`config.mk`:
```
export PLATFORM = sky130hd
export DESIGN_NAME = alu_driver
export DESIGN_NICKNAME = d
export VERILOG_FILES = /design/src/rtl/alu_pkg.sv /design/src/rtl/alu_cmd_fifo.sv /design/src/rtl/alu_driver.sv
export SDC_FILE = /design/constraint.sdc
export NUM_CORES = 1
export LEC_CHECK = 0
export CORE_MARGIN = 8
export CORE_UTILIZATION = 55
export DETAILED_ROUTE_END_ITERATION = 16
export PLACE_DENSITY = 0.81
export SYNTH_ARGS = -nofsm -noshare
export SYNTH_HDL_FRONTEND = slang
export SYNTH_SLANG_ARGS = --single-unit
```
`constraint.sdc`:
```
create_clock -name clk -period 4.6 [get_ports clk]
set_input_delay 0.69 -clock clk [delete_from_list [all_inputs] [get_ports clk]]
set_output_delay 0.69 -clock clk [all_outputs]
set_load 0.05 [all_outputs]
```
`src/rtl/alu_pkg.sv`:
```
// alu_pkg: ALU opcodes, driver FSM state type and command-word sizing
// shared by the ALU driver slice.
package alu_pkg;

    localparam logic [4:0] ALUOP_ADD = 5'b00000;
    localparam logic [4:0] ALUOP_SUB = 5'b00001;

    // Queued command payload without tag: {op[4:0], a[31:0], b[31:0]}.
    localparam int CMD_W = 69;

    typedef enum logic [1:0] {IDLE, WAIT, CAPT, RESP} drv_state_t;

    function automatic logic op_supported(input logic [4:0] op);
        return (op == ALUOP_ADD) || (op == ALUOP_SUB);
    endfunction

endpackage

```
`src/rtl/alu_cmd_fifo.sv`:
```
// alu_cmd_fifo: synchronous command FIFO with full/empty flags and
// asynchronous active-low reset. DEPTH must be a power of two, >= 2.
module alu_cmd_fifo #(
    parameter int WIDTH = 73,
    parameter int DEPTH = 4
) (
    input  logic             clk,
    input  logic             rstn,
    input  logic             push,
    input  logic [WIDTH-1:0] wdata,
    input  logic             pop,
    output logic [WIDTH-1:0] rdata,
    output logic             full,
    output logic             empty
);

    localparam int AW = $clog2(DEPTH);
    localparam logic [AW:0] FULL_CNT = DEPTH[AW:0];

    logic [WIDTH-1:0] mem [DEPTH];
    logic [AW-1:0]    wptr;
    logic [AW-1:0]    rptr;
    logic [AW:0]      count;
    logic             do_push;
    logic             do_pop;

    assign do_push = push && !full;
    assign do_pop  = pop && !empty;
    assign full    = (count == FULL_CNT);
    assign empty   = (count == '0);
    assign rdata   = mem[rptr];

    // Pointers wrap naturally because DEPTH is a power of two.
    always_ff @(posedge clk or negedge rstn) begin
        if (!rstn) begin
            wptr  <= '0;
            rptr  <= '0;
            count <= '0;
        end else begin
            if (do_push) wptr <= wptr + AW'(1);
            if (do_pop)  rptr <= rptr + AW'(1);
            if (do_push && !do_pop)      count <= count + (AW+1)'(1);
            else if (do_pop && !do_push) count <= count - (AW+1)'(1);
        end
    end

    always_ff @(posedge clk) begin
        if (do_push) mem[wptr] <= wdata;
    end

endmodule

```
`src/rtl/alu_driver.sv`:
```
// alu_driver: queues tagged ALU requests, issues them one at a time to the
// registered ALU and returns tagged results. Optional ALU_DRV_SELFCHECK_EN.
module alu_driver
    import alu_pkg::*;
#(
    parameter int DEPTH = 4,
    parameter int TAG_W = 4
) (
    input  logic             clk,
    input  logic             rstn,
    input  logic             req_valid,
    output logic             req_ready,
    input  logic [31:0]      req_a,
    input  logic [31:0]      req_b,
    input  logic [4:0]       req_op,
    input  logic [TAG_W-1:0] req_tag,
    output logic [31:0]      alu_a,
    output logic [31:0]      alu_b,
    output logic [4:0]       alu_op,
    input  logic [31:0]      alu_c,
    input  logic [7:0]       alu_zero,
    output logic             rsp_valid,
    input  logic             rsp_ready,
    output logic [31:0]      rsp_c,
    output logic             rsp_zero,
    output logic             rsp_err,
    output logic [TAG_W-1:0] rsp_tag
`ifdef ALU_DRV_SELFCHECK_EN
    ,
    output logic             rsp_mismatch
`endif
);

    drv_state_t             state;
    drv_state_t             nstate;
    logic                   pop;
    logic                   full;
    logic                   empty;
    logic [CMD_W+TAG_W-1:0] head;
    logic [TAG_W-1:0]       h_tag;
    logic [4:0]             h_op;
    logic [31:0]            h_a;
    logic [31:0]            h_b;
    logic [TAG_W-1:0]       tag_q;
    logic                   zero_unused;

    assign req_ready   = !full;
    assign zero_unused = &alu_zero[7:1];

    alu_cmd_fifo #(
        .WIDTH(CMD_W + TAG_W),
        .DEPTH(DEPTH)
    ) u_fifo (
        .clk  (clk),
        .rstn (rstn),
        .push (req_valid && req_ready),
        .wdata({req_tag, req_op, req_a, req_b}),
        .pop  (pop),
        .rdata(head),
        .full (full),
        .empty(empty)
    );

    assign {h_tag, h_op, h_a, h_b} = head;

    always_ff @(posedge clk or negedge rstn) begin
        if (!rstn) state <= IDLE;
        else       state <= nstate;
    end

    always_comb begin
        nstate = state;
        pop    = 1'b0;
        unique case (state)
            IDLE: if (!empty) begin
                pop    = 1'b1;
                nstate = op_supported(h_op) ? WAIT : RESP;
            end
            WAIT: nstate = CAPT;
            CAPT: nstate = RESP;
            RESP: if (rsp_ready) nstate = IDLE;
        endcase
    end

`ifdef ALU_DRV_SELFCHECK_EN
    logic [31:0] exp_c;
    assign exp_c = (alu_op == ALUOP_SUB) ? (alu_a - alu_b) : (alu_a + alu_b);
`endif

    // Unsupported ops skip the ALU entirely and answer straight from IDLE.
    always_ff @(posedge clk or negedge rstn) begin
        if (!rstn) begin
            alu_a     <= '0;
            alu_b     <= '0;
            alu_op    <= ALUOP_ADD;
            tag_q     <= '0;
            rsp_valid <= 1'b0;
            rsp_c     <= '0;
            rsp_zero  <= 1'b0;
            rsp_err   <= 1'b0;
            rsp_tag   <= '0;
`ifdef ALU_DRV_SELFCHECK_EN
            rsp_mismatch <= 1'b0;
`endif
        end else begin
            unique case (state)
                IDLE: if (pop) begin
                    if (op_supported(h_op)) begin
                        alu_a  <= h_a;
                        alu_b  <= h_b;
                        alu_op <= h_op;
                        tag_q  <= h_tag;
                    end else begin
                        rsp_valid <= 1'b1;
                        rsp_c     <= '0;
                        rsp_zero  <= 1'b0;
                        rsp_err   <= 1'b1;
                        rsp_tag   <= h_tag;
`ifdef ALU_DRV_SELFCHECK_EN
                        rsp_mismatch <= 1'b0;
`endif
                    end
                end
                WAIT: ;
                CAPT: begin
                    rsp_valid <= 1'b1;
                    rsp_c     <= alu_c;
                    rsp_zero  <= alu_zero[0];
                    rsp_err   <= 1'b0;
                    rsp_tag   <= tag_q;
`ifdef ALU_DRV_SELFCHECK_EN
                    rsp_mismatch <= (alu_c != exp_c) || (alu_zero[0] != (exp_c == '0));
`endif
                end
                RESP: if (rsp_ready) rsp_valid <= 1'b0;
            endcase
        end
    end

endmodule

```
==> flow_summary_export.csv <==
group,metric,value,unit
yosys,ys_sh_aoi,0.0262,
final_timing,period_used_share,0.670,
clock_network,htreeDepth,2,
yosys,ys_area,15500,um^2
clock_network,ctsHoldBuffers,0,
global_route,grt_max_degree,94,
yosys,adder_share,0.00856,
flow_run,drv_cap,0,
clock_network,cts-resized-gates,0,
final_timing,maxSlewHeadroom,0.310,
pwr,power,14200,uW
route,wl_met2,15600,um
finish,final_cell_mix,"292 x edfxtp_1, 217 x clkdlybuf4s50_1, 119 x dfrtp_1",
global_route,grt_pass1_wl,47600,um
worst_hold_path,hold_path.class,"input pin to asynchronous set/reset pin",
yosys,ys_seq_frac,0.761,
yosys,yosysTopAreaCellShare,0.566,
pwr,power.density,732,nW/um^2
placed_design,place.gp.congestion,0.821,
finish,antenna_cells,0,
route,avgRoutedWirePerCell,22.9,um
placed_design,dp_worst_setup_slack,1.49,ns
final_timing,fin_ws,1.52,ns
outcome,run_status,"completed",
route,drc,0,
yosys,yosysMostFrequentCell,"edfxtp_1",
finish,synthToLayoutAreaGrowth,25.3,%
yosys,synth_nets,824,
worst_setup_path,worstPathMaxFanout,40,
yosys,syn_area_per_cell,22.2,um^2
yosys,largest_area_cell,"edfxtp_1",
floorplan,die_area,33800,um^2
final_timing,period_needed,3.08,ns
final_timing,finalSetupViolCount,0,
placed_design,placedCellCount,1278,
yosys,area_leaders,"edfxtp_1 57%, dfrtp_1 20%, mux4_2 10%, mux2_4 6.4%, a22o_1 1.9%",
final_timing,finalHoldViolations,0,
yosys,synth-main-ff-cell,"edfxtp_1",
route,wl,31000,um
clock_network,post-cts-setup-buffers,0,
pwr,pwr-share-comb,0.374,
yosys,synth_cell_types,37,
global_route,grt_antenna_before_repair,1,
global_route,grt_pass1_vias,8330,
worst_setup_path,timing.rr.start,"u_fifo.rptr[1]$_DFFE_PN0P_",
route,drtIter0Drc,334,
yosys,netlist_area,15500,um^2
clock_network,cts_root_buf,"clkbuf_16",
finish,final_layout_top_logic_cell,"edfxtp_1",
finish,fill_cells,1755,
pwr,power.share.sequential,0.396,
route,routed.top_layer,"met5",
global_route,grt_usage,0.184,
final_timing,setup-tns-final,0,ns
clock_network,clk_path_buf_depth,3,
final_timing,drv_slew,0,
worst_setup_path,critPathLaunch,"u_fifo.rptr[1]$_DFFE_PN0P_",
finish,drive_gt1_frac,0.231,
floorplan,die_w,184,um
yosys,top_cells_by_count,"292 x edfxtp_1, 121 x dfrtp_1, 69 x mux4_2, 66 x mux2_4, 33 x a22o_1",
yosys,logic_family,"multiplexers",
floorplan,die_h,184,um
worst_setup_path,required,5.01,ns
placed_design,dp_hpwl,18900,um
yosys,async_flop_share,0.293,
route,wl_met3,2110,um
route,viasPerCell,5.55,
floorplan,io_pins,226,
route,m1WireLength,12400,um
worst_setup_path,critPathLaunchType,"flop",
finish,fin_cells,1355,
yosys,synthCells,697,
flow_run,warning_count,39,
route,first_pass_iters,4,
floorplan,initial_core_util,0.558,
final_timing,finClkSkew,0.00906,ns
yosys,ys_cells,697,
final_timing,worst_pin_slew,1.03,ns
finish,stdcell_area,19400,um^2
pwr,p_clk_frac,0.230,
floorplan,rows,61,
pwr,swShare,0.349,
finish,fin_util,0.699,
yosys,mux_area_frac,0.170,
global_route,overflow,0,
worst_setup_path,crit_type,"flop to flop",
floorplan,coreArea,27800,um^2
clock_network,cts_buffers,42,
worst_setup_path,arrival,3.49,ns
worst_setup_path,rrSetupSlack,1.52,ns
final_timing,rsz0062_at_grt,"false",
route,num_vias,7526,
final_timing,fmax,0.324,GHz
yosys,xor_area_frac,0.00339,
pwr,intPower,9240,uW
clock_network,clk_pin_slew,0.06,ns
placed_design,io_buffer_count,218,
yosys,simple_gate_area_frac,0.0132,
yosys,ys_ff,413,
placed_design,dpl-instance-area,18100,um^2
yosys,synth_warnings,0,
pwr,p_leak,0.00711,uW
pwr,switchingPower,4960,uW
worst_setup_path,endpoint_kind,"flop",
yosys,edf_count,292,
finish,fin_nets,1071,
pwr,max-vdd-ir-drop,0.460,mV
route,ant_nets,0,
clock_network,cts_tree,"done",
final_timing,hold_ws,0.305,ns
-- power by group through the flow --
| stage | clock (uW) | sequential, uW | combinational (uW) |
|---|---|---|---|
| after detailed placement | 0 | 5680 | 5370 |
| after CTS | 3340 | 5630 | 5400 |
| after global routing | 3470 | 5730 | 5610 |
| after global placement | 0 | 5640 | 5280 |
| after floorplan | 0 | 7040 | 2300 |
| final | 3270 | 5620 | 5310 |
-- path summary, 6_finish.rpt --
check                           depth (start not counted)               endpoint
max in group asynchronous                               2   rsp_c[3]$_DFFE_PN0P_
worst min register to register                          1  alu_op[4]$_DFFE_PN0P_
min in group clk                                        1  alu_op[4]$_DFFE_PN0P_
worst max register to register                          7  alu_a[27]$_DFFE_PN0P_
worst min-delay path                                    1  rsp_c[23]$_DFFE_PN0P_
worst max-delay path                                    7  alu_a[27]$_DFFE_PN0P_
-- metal layers --
metal | GRT usage | up-vias
met5 | 0 | -
met4 | 0.0600 | 2
met3 | 0.0458 | 59
met2 | 0.314 | 236
met1 | 0.228 | 3930
li1 | - | 3299
-- cell type report --
cell class | count | area [um^2] | share of cell area
Multi-Input combinational cell | 246 | 3460 | 0.178
Tap cell | 378 | 473 | 0.0244
Clock buffer | 54 | 1150 | 0.0591
Sequential cell | 413 | 11800 | 0.608
Clock inverter | 23 | 190 | 0.00980
Inverter | 7 | 26.3 | 0.00135
Timing Repair Buffer | 234 | 2320 | 0.119
-- worst max-delay path: stages, from the launching register on --
cell and delay, ns:
dfrtp_4 0.64, buf_4 0.46, nand2_1 0.14, a2bb2oi_2 0.21, and2_4 0.21, nor2_8 0.49, buf_12 0.38, mux2_2 0.38
-- registers in the layout, summed over array words and instances (netlist names), 3 cells and up --
register	cells
tag_q	4
rsp_tag	4
u_fifo.mem	292
alu_op	5
u_fifo.count	3
alu_b	32
rsp_c	32
alu_a	32
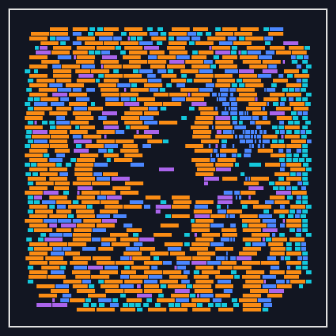
Figure 1: placement by cell class.
class	colour	cells	share of their area
sequential cells	orange	413	62%
clock drivers and dummy loads	purple	77	7.1%
remaining buffers and delay cells	cyan	234	12%
remaining logic cells	blue	253	18%

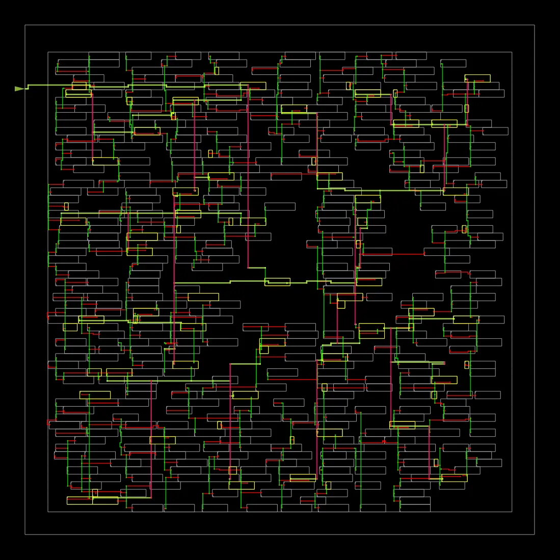
Figure 2: the clock network.
CTS Sinks: 413
Flops: 413
Clock Latency Late Sink: 0.53 ns
P_clk: 3270 uW

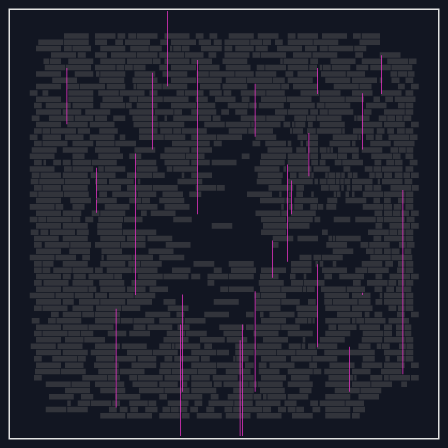
Figure 3: met4 routing.
nets with wire on the layer	13
wire length on this layer	793 um
main direction	vertical
share of all routed wire	2.6%
longest straight run	78.9 um

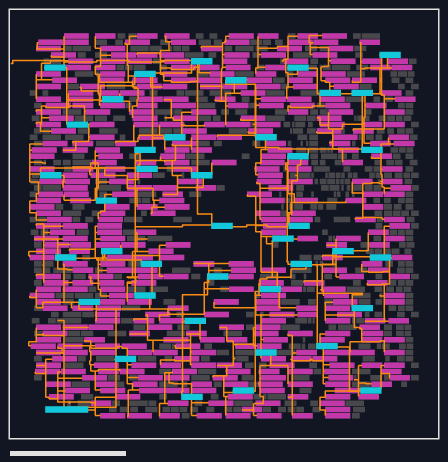
Figure 4: clock wires, drivers and flops.
Scale bar: 50 um.
[clock wires] orange | length: 4,440 um
[clock-net drivers] cyan | count: 42
[flip-flops] magenta | count: 413
flops lie	widely spread

No activity file was given, so power comes from the tool's default toggle rates.
